==> src/rtl/munky_rf_pkg.sv <==
// Register-file geometry and writeback source identifiers.
// Shared by the register file, decode and the writeback arbiter.
package munky_rf_pkg;
  localparam int ADDR_W   = 6;
  localparam int DATA_W   = 64;
  localparam int NUM_REGS = 32;
  localparam int XZR_IDX  = 31;

  typedef enum logic {
    SRC_ALU = 1'b0,
    SRC_MEM = 1'b1
  } src_e;
endpackage

==> src/rtl/rf_scoreboard.sv <==
// Busy-bit scoreboard: issue marks a destination pending, the RF commit clears it.
// Queries are combinational reads of the registered mask, with no commit bypass.
module rf_scoreboard
  import munky_rf_pkg::*;
#(
  parameter int ADDR_W   = munky_rf_pkg::ADDR_W,
  parameter int NUM_REGS = munky_rf_pkg::NUM_REGS,
  parameter int XZR_IDX  = munky_rf_pkg::XZR_IDX
) (
  input  logic              CLK,
  input  logic              RESET,
  input  logic              set_en,
  input  logic [ADDR_W-1:0] set_reg,
  input  logic              clr_en,
  input  logic [ADDR_W-1:0] clr_reg,
  input  logic [ADDR_W-1:0] q_reg1,
  input  logic [ADDR_W-1:0] q_reg2,
  output logic              q_busy1,
  output logic              q_busy2
);

  logic [NUM_REGS-1:0] busy;
  logic [NUM_REGS-1:0] set_vec;
  logic [NUM_REGS-1:0] clr_vec;

  // Decoding by comparison keeps out-of-range indices from aliasing onto a real bit.
  always_comb begin
    set_vec = '0;
    clr_vec = '0;
    q_busy1 = 1'b0;
    q_busy2 = 1'b0;
    for (int i = 0; i < NUM_REGS; i++) begin
      if (i != XZR_IDX) begin
        set_vec[i] = set_en && (set_reg == ADDR_W'(i));
        clr_vec[i] = clr_en && (clr_reg == ADDR_W'(i));
        if (q_reg1 == ADDR_W'(i)) q_busy1 = busy[i];
        if (q_reg2 == ADDR_W'(i)) q_busy2 = busy[i];
      end
    end
  end

  // Set is applied after clear so a newer producer wins a same-edge collision.
  always_ff @(posedge CLK) begin
    if (RESET) begin
      busy <= '0;
    end else begin
      busy <= (busy & ~clr_vec) | set_vec;
    end
  end

endmodule

==> src/rtl/rf_writeback_arbiter.sv <==
// Round-robin share of the single RF write port between ALU and load writeback,
// with a registered write stage and the busy-bit scoreboard for RAW stalls.
module rf_writeback_arbiter
  import munky_rf_pkg::*;
#(
  parameter int ADDR_W   = munky_rf_pkg::ADDR_W,
  parameter int DATA_W   = munky_rf_pkg::DATA_W,
  parameter int NUM_REGS = munky_rf_pkg::NUM_REGS,
  parameter int XZR_IDX  = munky_rf_pkg::XZR_IDX
) (
  input  logic              CLK,
  input  logic              RESET,
  input  logic              alu_valid,
  output logic              alu_ready,
  input  logic [ADDR_W-1:0] alu_reg,
  input  logic [DATA_W-1:0] alu_data,
  input  logic              mem_valid,
  output logic              mem_ready,
  input  logic [ADDR_W-1:0] mem_reg,
  input  logic [DATA_W-1:0] mem_data,
  input  logic              iss_valid,
  input  logic [ADDR_W-1:0] iss_reg,
  input  logic [ADDR_W-1:0] q_reg1,
  input  logic [ADDR_W-1:0] q_reg2,
  output logic              q_busy1,
  output logic              q_busy2,
  output logic [ADDR_W-1:0] WriteReg,
  output logic [DATA_W-1:0] WriteData,
  output logic              RegWrite,
  output logic              bad_idx
);

  function automatic logic in_range(input logic [ADDR_W-1:0] idx);
    return int'(idx) < NUM_REGS;
  endfunction

  function automatic logic is_xzr(input logic [ADDR_W-1:0] idx);
    return int'(idx) == XZR_IDX;
  endfunction

  src_e              ptr;
  logic              both_vld;
  logic              alu_gnt;
  logic              mem_gnt;
  logic              acc_p0;
  logic [ADDR_W-1:0] acc_reg_p0;
  logic [DATA_W-1:0] acc_data_p0;

  logic              vld_p1;
  logic              bad_p1;
  logic [ADDR_W-1:0] wr_reg_p1;
  logic [DATA_W-1:0] wr_data_p1;

  // Stage p0: grant from the valids and the pointer only, never from ready.
  always_comb begin
    both_vld    = alu_valid && mem_valid;
    alu_gnt     = alu_valid && (!mem_valid || (ptr == SRC_ALU));
    mem_gnt     = mem_valid && (!alu_valid || (ptr == SRC_MEM));
    acc_p0      = alu_gnt || mem_gnt;
    acc_reg_p0  = alu_gnt ? alu_reg  : mem_reg;
    acc_data_p0 = alu_gnt ? alu_data : mem_data;
  end

  assign alu_ready = alu_gnt;
  assign mem_ready = mem_gnt;

  // Stage p1: registered RF write port; discarded and out-of-range writes drop RegWrite.
  always_ff @(posedge CLK) begin
    if (RESET) begin
      ptr        <= SRC_ALU;
      vld_p1     <= 1'b0;
      bad_p1     <= 1'b0;
      wr_reg_p1  <= '0;
      wr_data_p1 <= '0;
    end else begin
      if (both_vld) begin
        ptr <= (ptr == SRC_ALU) ? SRC_MEM : SRC_ALU;
      end
      vld_p1 <= acc_p0 && in_range(acc_reg_p0) && !is_xzr(acc_reg_p0);
      bad_p1 <= acc_p0 && !in_range(acc_reg_p0);
      if (acc_p0) begin
        wr_reg_p1  <= acc_reg_p0;
        wr_data_p1 <= acc_data_p0;
      end
    end
  end

  assign RegWrite  = vld_p1;
  assign WriteReg  = wr_reg_p1;
  assign WriteData = wr_data_p1;
  assign bad_idx   = bad_p1;

  rf_scoreboard #(
    .ADDR_W  (ADDR_W),
    .NUM_REGS(NUM_REGS),
    .XZR_IDX (XZR_IDX)
  ) u_sb (
    .CLK    (CLK),
    .RESET  (RESET),
    .set_en (iss_valid),
    .set_reg(iss_reg),
    .clr_en (vld_p1),
    .clr_reg(wr_reg_p1),
    .q_reg1 (q_reg1),
    .q_reg2 (q_reg2),
    .q_busy1(q_busy1),
    .q_busy2(q_busy2)
  );

endmodule

==> config.mk <==
export PLATFORM = sky130hd
export DESIGN_NAME = rf_writeback_arbiter
export DESIGN_NICKNAME = d
export VERILOG_FILES = /design/src/rtl/munky_rf_pkg.sv /design/src/rtl/rf_scoreboard.sv /design/src/rtl/rf_writeback_arbiter.sv
export SDC_FILE = /design/constraint.sdc
export NUM_CORES = 1
export LEC_CHECK = 0
export ABC_CLOCK_PERIOD_IN_PS = 2830
export CAP_MARGIN = 20
export CELL_PAD_IN_SITES_DETAIL_PLACEMENT = 1
export CELL_PAD_IN_SITES_GLOBAL_PLACEMENT = 2
export CORE_MARGIN = 1.5
export CORE_UTILIZATION = 20
export CTS_BUF_LIST = sky130_fd_sc_hd__clkbuf_16
export CTS_CLUSTER_SIZE = 8
export DETAILED_ROUTE_END_ITERATION = 7
export GPL_ROUTABILITY_DRIVEN = 0
export HOLD_SLACK_MARGIN = 0.05
export PLACE_DENSITY_LB_ADDON = 0.25
export RECOVER_POWER = 25
export SLEW_MARGIN = 20
export SYNTH_ARGS = -nofsm -noshare
export SYNTH_HDL_FRONTEND = slang
export SYNTH_SLANG_ARGS = --single-unit
==> constraint.sdc <==
create_clock -name CLK -period 2.83 [get_ports CLK]
set_clock_uncertainty 0.1 [all_clocks]
set_input_delay 0.849 -clock CLK [delete_from_list [all_inputs] [get_ports CLK]]
set_output_delay 0.849 -clock CLK [all_outputs]
set_load 0.01 [all_outputs]
==> ci_impl_report.md, run 1 <==
### Metrics collected by this job

| Metric | Value |
|---|---|
| Number of maximum-capacitance violations | `0` |
| Failing checks | `setup timing` |
| Detailed-route DRC error count | `0` |
| Number of antenna violations at the first check in global routing | `2` |
| Worst slack, placed | `-1.321 ns` |
| Initial Util | `20.36%` |
| FF-to-FF setup slack | `0.73 ns` |
| Buffer levels on the longest clock path | `2` |
| Critical path data arrival time | `2.28 ns` |
| Height of the die | `165.9 um` |
| Yosys synthesis chip area | `5305 um2` |
| Chip footprint | `27510 um2` |
| Time the final worst path needs with I/O delays and setup | `3.231 ns` |
| Core Box Area | `26060 um2` |
| Final cell utilization of the core | `34.01%` |
| 1st-iter DRT viols | `206` |
| Crit-path leading delay family | `multiplexers` |
| Largest vdd supply drop | `0.2514 mV` |
| Highest net fanout along the worst path | `3` |
| Synth area leaders | `dfxtp_1 (39%), nor2_1 (9.7%), nand2_1 (9.2%), a311oi_1 (7.6%), a21oi_1 (4.7%)` |
| Most instantiated logic cells after routing | `clkdlybuf4s50_1 (201), nor2_1 (136), nand2_1 (128), dfxtp_1 (104), buf_4 (63)` |
| Clock root buffer | `clkbuf_16` |
| Count of tool warnings | `29` |
| Final hold violations | `0` |
| Seq/Total Area, Yosys | `39.25%` |
| Hold-critical path endpoint | `WriteData[54]$_SDFFE_PP0N_` |
| 1st-pass router iterations | `6` |
| Post-Syn Nets | `888` |
| TritonCTS Sinks | `104` |
| Final routed wire length divided by cell count | `18.33 um` |
| CTS H-tree depth | `3` |
| Layout net count | `1154` |
| WHS | `0.3882 ns` |
| Die width | `165.9 um` |
| Crit path max-delay cell type | `mux4_2` |
| Prevailing post-synth register cell | `dfxtp_1` |
| Startpoint of the worst-slack reg-to-reg timing path | `ptr$_SDFFE_PP0P_` |
| Number of nets with antenna violations after routing | `0` |
| Required time of the critical path | `1.88 ns` |
| Cell count in the Yosys report | `725` |
| Category of the worst setup path capture point | `primary output` |
| Setup repair after global routing missed its margin | `yes` |
| Most instantiated library cell after synthesis | `nor2_1` |
| Worst Setup Slack, final | `-0.4007 ns` |
| Areal power density over the cells | `443.5 nW/um2` |
| Setup_tns | `-0.7954 ns` |
| Number of register bits inferred by synthesis | `104` |
| Global-route wire length before repair | `37.96 mm` |
| Total global routing overflow | `0` |
| I/O pin count | `239` |
| Timing startpoint of the critical path | `q_reg2[3]` |
| Worst flop-to-flop path endpoint | `WriteData[45]$_SDFFE_PP0N_` |
| Share of cells above drive strength 1 | `13.76%` |
| Sum of buffers and inverters on the critical path | `2` |
| Cell leakage power | `3.304 nW` |
| Layout Cells excl Fill | `1332` |
| Maximum achievable frequency | `0.3095 GHz` |
| Final Total Pwr | `3.930 mW` |
| Flip-flops with a built-in enable | `0` |
| Cell depth of the worst hold path | `2` |
| Slew HR | `62.60%` |
| Total number of placement rows | `59` |
| Number of warnings printed during yosys synthesis | `0` |
| Tally of unique sky130hd cells used after synthesis | `56` |
| HP Start | `WriteData[54]$_SDFFE_PP0N_` |
| Top cells by instance count after synthesis | `nor2_1 (137), nand2_1 (130), dfxtp_1 (104)` |
| Post-layout period usage | `114.2%` |
| Path type of the worst setup path | `in2out` |
| Syn avg cell area | `7.317 um2` |
| Number of buffers created by CTS | `9` |
| Quantity of I/O buffers inserted on ports | `238` |
| Status | `complete, but fails checks` |
| FFs w/ async S/R, synth | `0%` |
| Post-synthesis cell count | `725` |
| Final HPWL from detailed placement | `18.44 mm` |
| Clock-pin transition on the worst setup and hold timing paths | `0.08 ns` |
| Max-slew violation count | `0` |
| TritonCTS clock tree | `yes` |
| Path depth of the worst reg2reg path | `6` |
| Vias per cell | `4.673` |
| End point of the critical path | `q_busy2` |
| Pin count of the biggest net entering global routing | `70` |
| Ordered list of cells on the worst path | `buf_8 > or2_0 > mux4_2 > o2111ai_2 > nand4_1 > a31o_1 > buf_2` |
| Vias in the first global route | `6553` |
| Commonest non-fill, non-tap cell in the layout | `clkdlybuf4s50_1` |
| Share of the synthesized area in the top cell type | `39.25%` |
| Cell type with the largest total area after synthesis | `dfxtp_1` |
| Slew at the pin with the worst max-slew slack | `0.5610 ns` |
| Overall routing resource usage | `17.44%` |
| Total setup violations reported at the end of the flow | `3` |
| Number of logic stages on the critical path including buffering | `7` |
| Class of the most critical hold timing path | `reg2reg` |
| Startpoint class of the critical path | `input port` |
| Netlist area before placement | `5305 um2` |
| Cell area after placement | `8413 um2` |
| Number of cells after detailed placement | `1311` |
| Max stage delay on crit path | `0.47 ns` |
-- run 1: repair_timing --
| action | in CTS | in global routing |
|---|---|---|
| hold buffers | 0 | 0 |
| endpoints found under the hold margin | 0 | 0 |
| resized | 71 | 29 |
| setup buffers | 5 | 1 |
| endpoints found under the setup margin | 4 | 3 |
| pin swaps | 14 | 13 |
-- run 1: report_power, final --
| group | switching, mW | internal (mW) |
|---|---|---|
| Sequential | 0.0602 | 1.56 |
| Clock | 0.645 | 0.709 |
| Combinational | 0.443 | 0.517 |
| Total | 1.15 | 2.78 |
-- run 1: metal layers --
| metal | GRT usage (%) | share of wire, % |
|---|---|---|
| met5 | 0 | 0 |
| met4 | 4.661 | 1.7 |
| met3 | 7.459 | 9.1 |
| met2 | 29.55 | 48 |
| met1 | 20.04 | 41 |
-- run 1: logic make-up (layout without fill, tap and decap cells) --
group	count (synthesis)	after routing	synth area share [%]
buf+inv	67	338	5.590
simple gates	374	374	31.51
other cells	0	1	0
xor+xnor	1	1	0.1651
flops	104	104	39.25
mux	10	10	2.406
compound gates	169	169	21.09
-- run 1: tightest hold or removal path: cells and delay by family (launching register included) --
family          cells  cell delay (ns)
compound gates      1             0.07
flops               1             0.32
simple gates        1             0.05
-- run 1: cell type report --
type,instances,area (um2)
Inverter,14,60.06
Timing Repair Buffer,308,2898
Clock buffer,9,225.2
Clock inverter,7,87.58
Multi-Input combinational cell,554,3088
Fill cell,3147,17200
Tap cell,335,419.2
Antenna cell,1,2.502
Sequential cell,104,2082
-- run 1: state kept, by name, summed over array words and instances, names as in the netlist --
register,count
bad_idx,1
WriteReg,6
WriteData,64
ptr,1
u_sb.busy,31
RegWrite,1
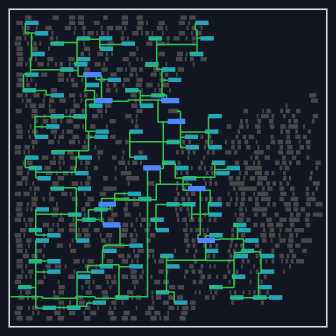
(run_1/clock_map.png)
[blue] cells driving clock nets | count: 9
[green] clock wires | length: 1640 um
[cyan] flip-flops | count: 104
routed clock nets: 10
power drawn by the clock network: 1.35 mW
clock network fraction of total power: 34.4%
clock network latency to the later pin of the worst-skew pair: 0.36 ns

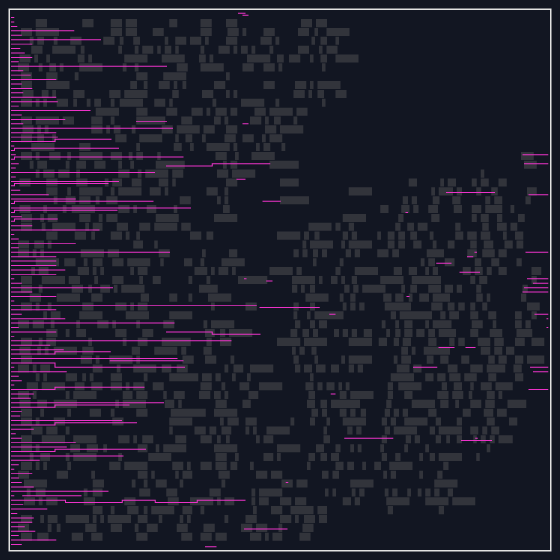
(run_1/met3.png)
Cells faint in the background.
main direction: horizontal
nets with wire on the layer: 148
via total after detailed routing: 6225
met3 global-route usage: 7.459%
DRT Wirelength: 24.42 mm

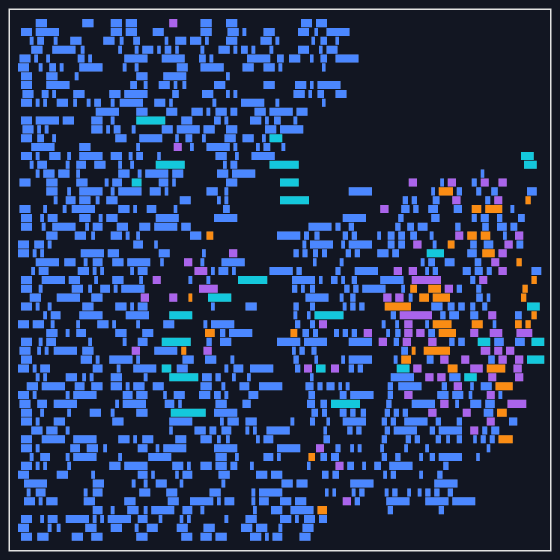
(run_1/drive_strength.png)
| color | size | cells | share |
|---|---|---|---|
| orange | drive 2 | 38 | 3.8% |
| cyan | drive 6 and up | 26 | 2.6% |
| blue | drive 1 or less | 859 | 86% |
| purple | drive 3 to 4 | 73 | 7.3% |
Worst Setup Slack, final: -0.4007 ns
synth-to-layout area growth: 67.05%
Layout Cell Area excl Fill: 8862 um2
count of buffers not belonging to the clock network in the layout: 308

==> run_1/final_congestion.png <==
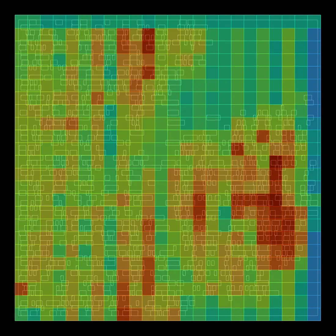

## Run 2: what changed since run 1
--- a/config.mk
+++ b/config.mk
@@ -10,7 +10,7 @@
 export CELL_PAD_IN_SITES_DETAIL_PLACEMENT = 1
 export CELL_PAD_IN_SITES_GLOBAL_PLACEMENT = 2
 export CORE_MARGIN = 1.5
-export CORE_UTILIZATION = 20
+export CORE_UTILIZATION = 22
 export CTS_BUF_LIST = sky130_fd_sc_hd__clkbuf_16
 export CTS_CLUSTER_SIZE = 8
 export DETAILED_ROUTE_END_ITERATION = 7
@@ -21,4 +21,5 @@
 export SLEW_MARGIN = 20
 export SYNTH_ARGS = -nofsm -noshare
 export SYNTH_HDL_FRONTEND = slang
+export SYNTH_HIERARCHICAL = 1
 export SYNTH_SLANG_ARGS = --single-unit
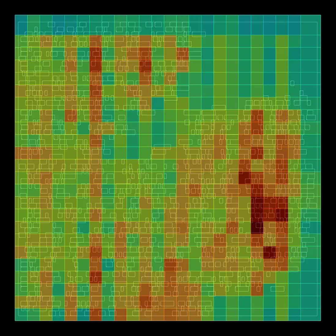
(run_2/final_congestion.png)
met2 global-route usage: 31.40%
met1 Use GR: 21.95%
met3 global-route usage: 7.070%

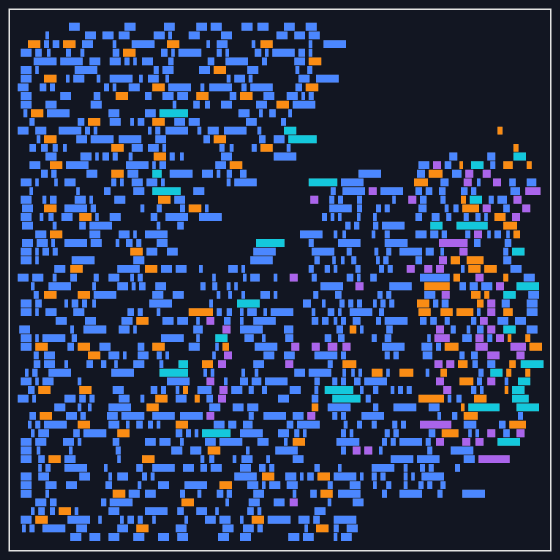
(run_2/drive_strength.png)
| color | size | cells | share |
|---|---|---|---|
| purple | drive 3 to 4 | 66 | 6.3% |
| cyan | drive 6 and up | 31 | 2.9% |
| orange | drive 2 | 117 | 11% |
| blue | drive 1 or less | 842 | 80% |
synth-to-layout area growth: 58.81%
Worst Setup Slack, final: -0.3454 ns
count of buffers not belonging to the clock network in the layout: 313
Layout Cell Area excl Fill: 9724 um2

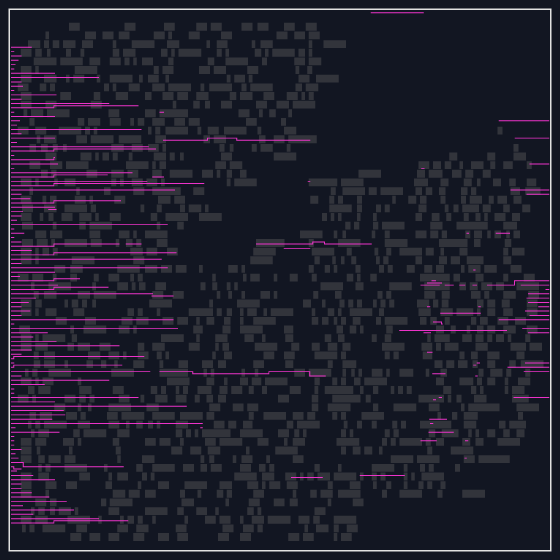
(run_2/met3.png)
Cells faint in the background.
share of all routed wire: 8.5%
wire length on this layer: 2310 um
DRT Wirelength: 27.19 mm
via total after detailed routing: 6976

==> run 2 against run 1 <==
The run still ends with setup timing left. Area after synthesis grew 15%. Final cell count up 7.2%. Register-to-register slack gained 0.24 ns. Critical path depth rose by 1. Maximum frequency is 1.7% higher. Sequential cell count is the same. Global-route usage rose by 1.3 points. Largest power group unchanged. Highest routed layer is now met5.
==> ci_impl_report.md, run 2 <==
### Metrics collected by this job

| Metric | Value |
|---|---|
| Highest net fanout along the worst path | `8` |
| Post-layout period usage | `112.2%` |
| FF-to-FF setup slack | `0.97 ns` |
| Number of register bits inferred by synthesis | `104` |
| Areal power density over the cells | `412.2 nW/um2` |
| Total global routing overflow | `0` |
| TritonCTS Sinks | `104` |
| Final Total Pwr | `4.008 mW` |
| Highest metal layer used by the detailed router | `met5` |
| Most instantiated library cell after synthesis | `dfxtp_1` |
| Final HPWL from detailed placement | `19.59 mm` |
| Quantity of I/O buffers inserted on ports | `238` |
| Clock-pin transition on the worst setup and hold timing paths | `0.08 ns` |
| Filler Cells Inserted | `3221` |
| Status | `complete, but fails checks` |
| HP Start | `WriteData[63]$_SDFFE_PP0N_` |
| Overall routing resource usage | `18.71%` |
| Max-slew violation count | `0` |
| Netlist area before placement | `6123 um2` |
| Post-synthesis cell count | `799` |
| Total number of placement rows | `60` |
| Die width | `169.8 um` |
| 1st-iter DRT viols | `377` |
| Flip-flops with a built-in enable | `0` |
| Setup_tns | `-0.6843 ns` |
| Worst slack, placed | `-1.195 ns` |
| Failing checks | `setup timing` |
| Path type of the worst setup path | `in2out` |
| Startpoint of the worst-slack reg-to-reg timing path | `ptr$_SDFFE_PP0P_` |
| Count of tool warnings | `31` |
| WHS | `0.4085 ns` |
| CTS H-tree depth | `3` |
| Share of the synthesized area in the top cell type | `34.00%` |
| Number of nets with antenna violations after routing | `0` |
| Syn avg cell area | `7.664 um2` |
| Setup repair after global routing missed its margin | `yes` |
| Met2 routed WL | `12.86 mm` |
| Post-Syn Nets | `962` |
| Clock network latency to the later pin of the worst-skew pair | `0.36 ns` |
| Total setup violations reported at the end of the flow | `3` |
| Seq/Total Area, Yosys | `34.00%` |
| Clock root buffer | `clkbuf_16` |
| Vias in the first global route | `7269` |
| Top cells by instance count after synthesis | `dfxtp_1 (104), a21oi_1 (103), nor2_1 (90)` |
| Timing startpoint of the critical path | `q_reg1[0]` |
| Commonest non-fill, non-tap cell in the layout | `clkdlybuf4s50_1` |
| Time the final worst path needs with I/O delays and setup | `3.175 ns` |
| Prevailing post-synth register cell | `dfxtp_1` |
| FFs w/ async S/R, synth | `0%` |
| TritonCTS clock tree | `yes` |
| Yosys synthesis chip area | `6123 um2` |
| Slew at the pin with the worst max-slew slack | `1.313 ns` |
| Layout Cells excl Fill | `1428` |
| Worst flop-to-flop path endpoint | `WriteReg[1]$_SDFFE_PP0N_` |
| Path depth of the worst reg2reg path | `4` |
| Slew HR | `12.50%` |
| Number of warnings printed during yosys synthesis | `6` |
| Number of buffers created by CTS | `9` |
| Buffer levels on the longest clock path | `2` |
| Height of the die | `169.8 um` |
| 1st-pass router iterations | `7` |
| Diode count | `0` |
| Worst Setup Slack, final | `-0.3454 ns` |
| Final cell utilization of the core | `35.88%` |
| End point of the critical path | `q_busy1` |
| Number of maximum-capacitance violations | `0` |
| Hold-critical path endpoint | `WriteData[63]$_SDFFE_PP0N_` |
| I/O pin count | `239` |
| Post-Route M1 WL | `11.35 mm` |
| Final routed wire length divided by cell count | `19.04 um` |
| Cell leakage power | `3.790 nW` |
| Layout net count | `1214` |
| Class of the most critical hold timing path | `reg2reg` |
| Initial Util | `22.59%` |
| Largest vdd supply drop | `0.2973 mV` |
| Startpoint class of the critical path | `input port` |
| Vias per cell | `4.885` |
| Pin count of the biggest net entering global routing | `192` |
| Required time of the critical path | `1.88 ns` |
[run 2: cell count changes in the layout (fill, tap and decap cells not counted), moves of 24 or more]
cell,delta
nand2_1,-77
a31oi_1,+64
a21oi_1,+59
o221a_2,+63
nor2_1,-52
a311oi_1,-38
inv_1,+56
nor4_1,-24
[run 2: logic make-up after synthesis]
family                 count (synthesis)  share of synthesized area [%]
AND/OR/NAND/NOR                      216                          16.45
flip-flops                           104                          34.00
multiplexers                          15                          3.249
XOR/XNOR                               1                         0.1431
AND-OR/OR-AND                        319                          36.04
buffers and inverters                144                          10.11
[run 2: final cells by class]
class / count / area, um2 / area share (%)
Clock inverter: 7 / 53.80 / 0.5533
Inverter: 72 / 270.3 / 2.779
Multi-Input combinational cell: 551 / 3597 / 36.99
Clock buffer: 9 / 225.2 / 2.316
Sequential cell: 104 / 2083 / 21.42
Tap cell: 372 / 465.4 / 4.786
Timing Repair Buffer: 313 / 3029 / 31.15
[run 2: routing by layer]
metal / GRT usage (%) / vias to the layer above
li1: - / 3420
met1: 21.95 / 3331
met2: 31.40 / 186
met3: 7.070 / 37
met4: 5.964 / 2
met5: 0 / -
[run 2: critical path: stages]
cell,delay (ns)
buf_8,0.09
buf_12,0.12
mux4_2,0.48
nor2_1,0.09
o21ai_1,0.09
a211oi_2,0.25
o21ai_2,0.09
buf_2,0.15
[run 2: timing repair]
action                                 4_1_cts  5_1_grt
cloned                                       4        0
gates resized                               87       17
setup buffers                               10        0
pin swaps                                   18       12
endpoints found under the hold margin        0        0
setup endpoints to repair                    2        3
[run 2: where the power goes]
group,switching (mW),total [mW],internal [mW]
Sequential,0.0600,1.62,1.56
Clock,0.641,1.25,0.609
Combinational,0.525,1.14,0.616
==> run_2/clock_map.png <==
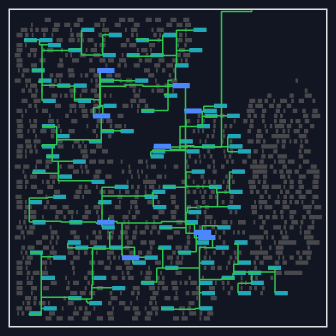

## Run 3: what changed since run 2
--- a/config.mk
+++ b/config.mk
@@ -7,7 +7,7 @@
 export LEC_CHECK = 0
 export ABC_CLOCK_PERIOD_IN_PS = 2830
 export CAP_MARGIN = 20
-export CELL_PAD_IN_SITES_DETAIL_PLACEMENT = 1
+export CELL_PAD_IN_SITES_DETAIL_PLACEMENT = 0
 export CELL_PAD_IN_SITES_GLOBAL_PLACEMENT = 2
 export CORE_MARGIN = 1.5
 export CORE_UTILIZATION = 22
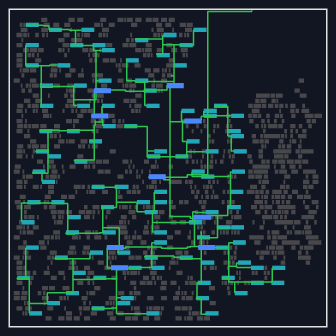
(run_3/clock_map.png)
[cyan] flip-flops | count: 104
[blue] cells driving clock nets | count: 9
[green] clock wires | length: 1700 um
flops lie: spread over the die
clock network fraction of total power: 31.7%
clock network latency to the later pin of the worst-skew pair: 0.35 ns

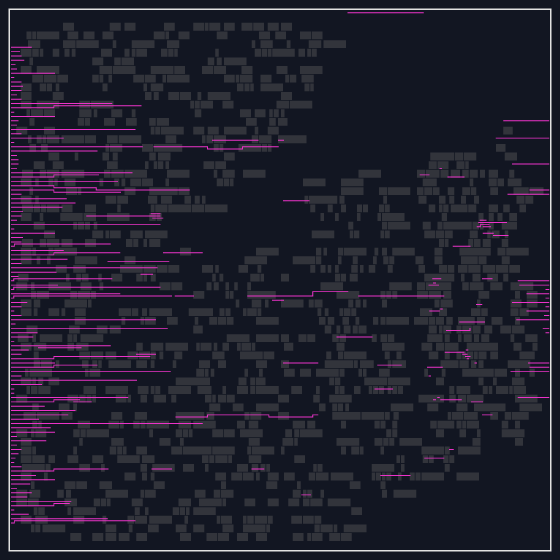
(run_3/met3.png)
Cells faint in the background.
longest straight run: 60.0 um
wire length on this layer: 2310 um
nets with wire on the layer: 165
share of all routed wire: 8.9%
main direction: horizontal
DRT Wirelength: 26.04 mm
met3 global-route usage: 6.767%
via total after detailed routing: 6895

==> run 3 against run 2 <==
The run still ends with setup timing left. Maximum frequency decreased by 1.7%. Via count down 1.2%. Die size is the same.
==> ci_impl_report.md, run 3 <==
### Metrics collected by this job

| Metric | Value |
|---|---|
| Count of tool warnings | `32` |
| Vias in the first global route | `6791` |
| Crit-path leading delay family | `AND-OR/OR-AND gates` |
| Ordered list of cells on the worst path | `buf_12 > buf_12 > mux4_2 > nor2_2 > o21ai_2 > nand3_1 > a211o_1 > a21oi_2 > buf_2` |
| Highest metal layer used by the detailed router | `met5` |
| Status | `complete, but fails checks` |
| Total global routing overflow | `0` |
| Critical path data arrival time | `2.28 ns` |
| Cell area after placement | `9160 um2` |
| Tally of unique sky130hd cells used after synthesis | `59` |
| Number of antenna violations at the first check in global routing | `6` |
| Sum of met3 wire segment lengths after detailed routing | `2.305 mm` |
| Top cells by instance count after synthesis | `dfxtp_1 (104), a21oi_1 (103), nor2_1 (90)` |
| Time the final worst path needs with I/O delays and setup | `3.230 ns` |
| Final cell utilization of the core | `36.18%` |
| Prevailing post-synth register cell | `dfxtp_1` |
| Slew at the pin with the worst max-slew slack | `1.279 ns` |
| Cell type with the largest total area after synthesis | `dfxtp_1` |
| Total number of placement rows | `60` |
| Most common cell on crit path | `buf_12` |
| Share of synthesized cell area in full adder, half adder and majority cells | `0%` |
| Commonest non-fill, non-tap cell in the layout | `clkdlybuf4s50_1` |
| Yosys synthesis chip area | `6123 um2` |
| Setup repair after global routing missed its margin | `yes` |
| Vias per cell | `4.818` |
| Number of cells after detailed placement | `1398` |
| Number of buffers created by CTS | `9` |
| Share of cells above drive strength 1 | `20.23%` |
| Setup_tns | `-0.7309 ns` |
| 1st-pass router iterations | `5` |
| Number of warnings printed during yosys synthesis | `6` |
| Max stage delay on crit path | `0.33 ns` |
| Flip-flops with a built-in enable | `0` |
| Quantity of I/O buffers inserted on ports | `238` |
| Most instantiated library cell after synthesis | `dfxtp_1` |
| Post-Syn Nets | `962` |
| Slew HR | `14.71%` |
| Overall routing resource usage | `17.88%` |
| Total setup violations reported at the end of the flow | `2` |
| Netlist area before placement | `6123 um2` |
| Initial Util | `22.59%` |
| I/O pin count | `239` |
| Max-slew violation count | `0` |
| Sum of buffers and inverters on the critical path | `3` |
| 1st-iter DRT viols | `423` |
| WHS | `0.4079 ns` |
| Buffer levels on the longest clock path | `2` |
| Most instantiated logic cells after routing | `clkdlybuf4s50_1 (217), dfxtp_1 (103), a21oi_1 (103), nor2_1 (85), inv_1 (68)` |
| Global-route wire length before repair | `39.81 mm` |
| Crit path max-delay cell type | `mux4_2` |
| CTS H-tree depth | `3` |
| Post-synthesis simple-gate area fraction | `16.45%` |
| Failing checks | `setup timing` |
| Post-synthesis cell count | `799` |
| Met1 Use GR | `21.81%` |
| Largest register FFs | `64` |
| Met2 global-route usage | `29.29%` |
| Chip footprint | `28840 um2` |
| Category of the worst setup path capture point | `primary output` |
| Required time of the critical path | `1.88 ns` |
| Layout Cells excl Fill | `1431` |
| Die width | `169.8 um` |
| Class of the most critical hold timing path | `reg2reg` |
| Synth area leaders | `dfxtp_1 (34%), o221a_2 (12%), a21oi_1 (8.4%), a31oi_1 (6.8%), nor2_1 (5.5%)` |
| Parity-gate share of the synthesized area counting xor and xnor cells | `0.1430%` |
| Synth logic family | `AND-OR/OR-AND gates` |
| Clock-pin transition on the worst setup and hold timing paths | `0.08 ns` |
| Highest net fanout along the worst path | `7` |
| Pin count of the biggest net entering global routing | `192` |
| Startpoint class of the critical path | `input port` |
| TritonCTS Sinks | `104` |
| Share of synthesized area spent on multiplexers | `3.249%` |
| Final hold violations | `0` |
| Final HPWL from detailed placement | `18.57 mm` |
| Worst Setup Slack, final | `-0.4001 ns` |
| Maximum achievable frequency | `0.3096 GHz` |
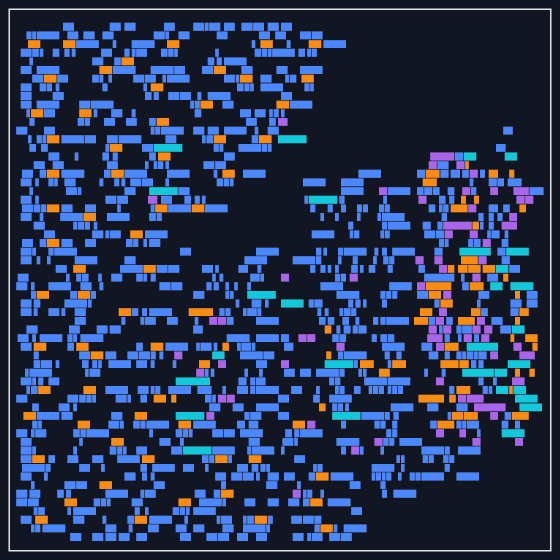
(run_3/drive_strength.png)
| color | size | cells | share |
|---|---|---|---|
| purple | drive 3 to 4 | 69 | 6.5% |
| cyan | drive 6 and up | 29 | 2.7% |
| blue | drive 1 or less | 844 | 80% |
| orange | drive 2 | 116 | 11% |
count of buffers not belonging to the clock network in the layout: 315
Worst Setup Slack, final: -0.4001 ns
synth-to-layout area growth: 60.13%
Layout Cell Area excl Fill: 9806 um2

[run 3: cell type report]
class                      count  area, um2  area share (%)
multi-input combinational    551       3611           36.83
timing repair buffer         315       3082           31.43
sequential                   104       2083           21.25
tap                          372      465.4           4.747
inverter                      72      272.8           2.782
clock buffer                   9      225.2           2.297
clock inverter                 7      63.81          0.6508
antenna                        1      2.502         0.02552
[run 3: kinds of logic (layout without fill, tap and decap cells)]
| logic type | Yosys count | count (layout) |
|---|---|---|
| simple gates | 216 | 216 |
| buf+inv | 144 | 403 |
| xor+xnor | 1 | 1 |
| other cells | 0 | 1 |
| mux | 15 | 15 |
| compound gates | 319 | 319 |
| flops | 104 | 104 |
[run 3: power by group]
group | internal (mW) | switching, mW | total, mW
clock network | 0.681 | 0.598 | 1.28
registers | 1.56 | 0.0597 | 1.62
logic | 0.624 | 0.518 | 1.14
total | 2.86 | 1.18 | 4.04
[run 3: path summary, 6_finish.rpt]
kind         slack (ns)                          to  cells after the start                       start
max               -0.40                     q_busy2                      9                   q_reg2[0]
min                0.41  WriteData[63]$_SDFFE_PP0N_                      2  WriteData[63]$_SDFFE_PP0N_
max reg2reg        1.00    WriteReg[0]$_SDFFE_PP0N_                      4            ptr$_SDFFE_PP0P_
min reg2reg        0.41  WriteData[63]$_SDFFE_PP0N_                      2  WriteData[63]$_SDFFE_PP0N_
[run 3: worst register-to-register path: cells and delay by family, from the launching register on]
family	cells	cell delay (ns)
buf+inv	1	0.71
compound gates	2	0.43
flops	1	0.36
simple gates	1	0.15
[run 3: repair_timing]
action	CTS	global route
pin swaps	17	15
buffers inserted	10	1
resized	83	20
setup endpoints to repair	2	3
cloned	5	0
hold buffers	0	0
Power figures rest on the tool's default switching activity, not on a simulated workload.
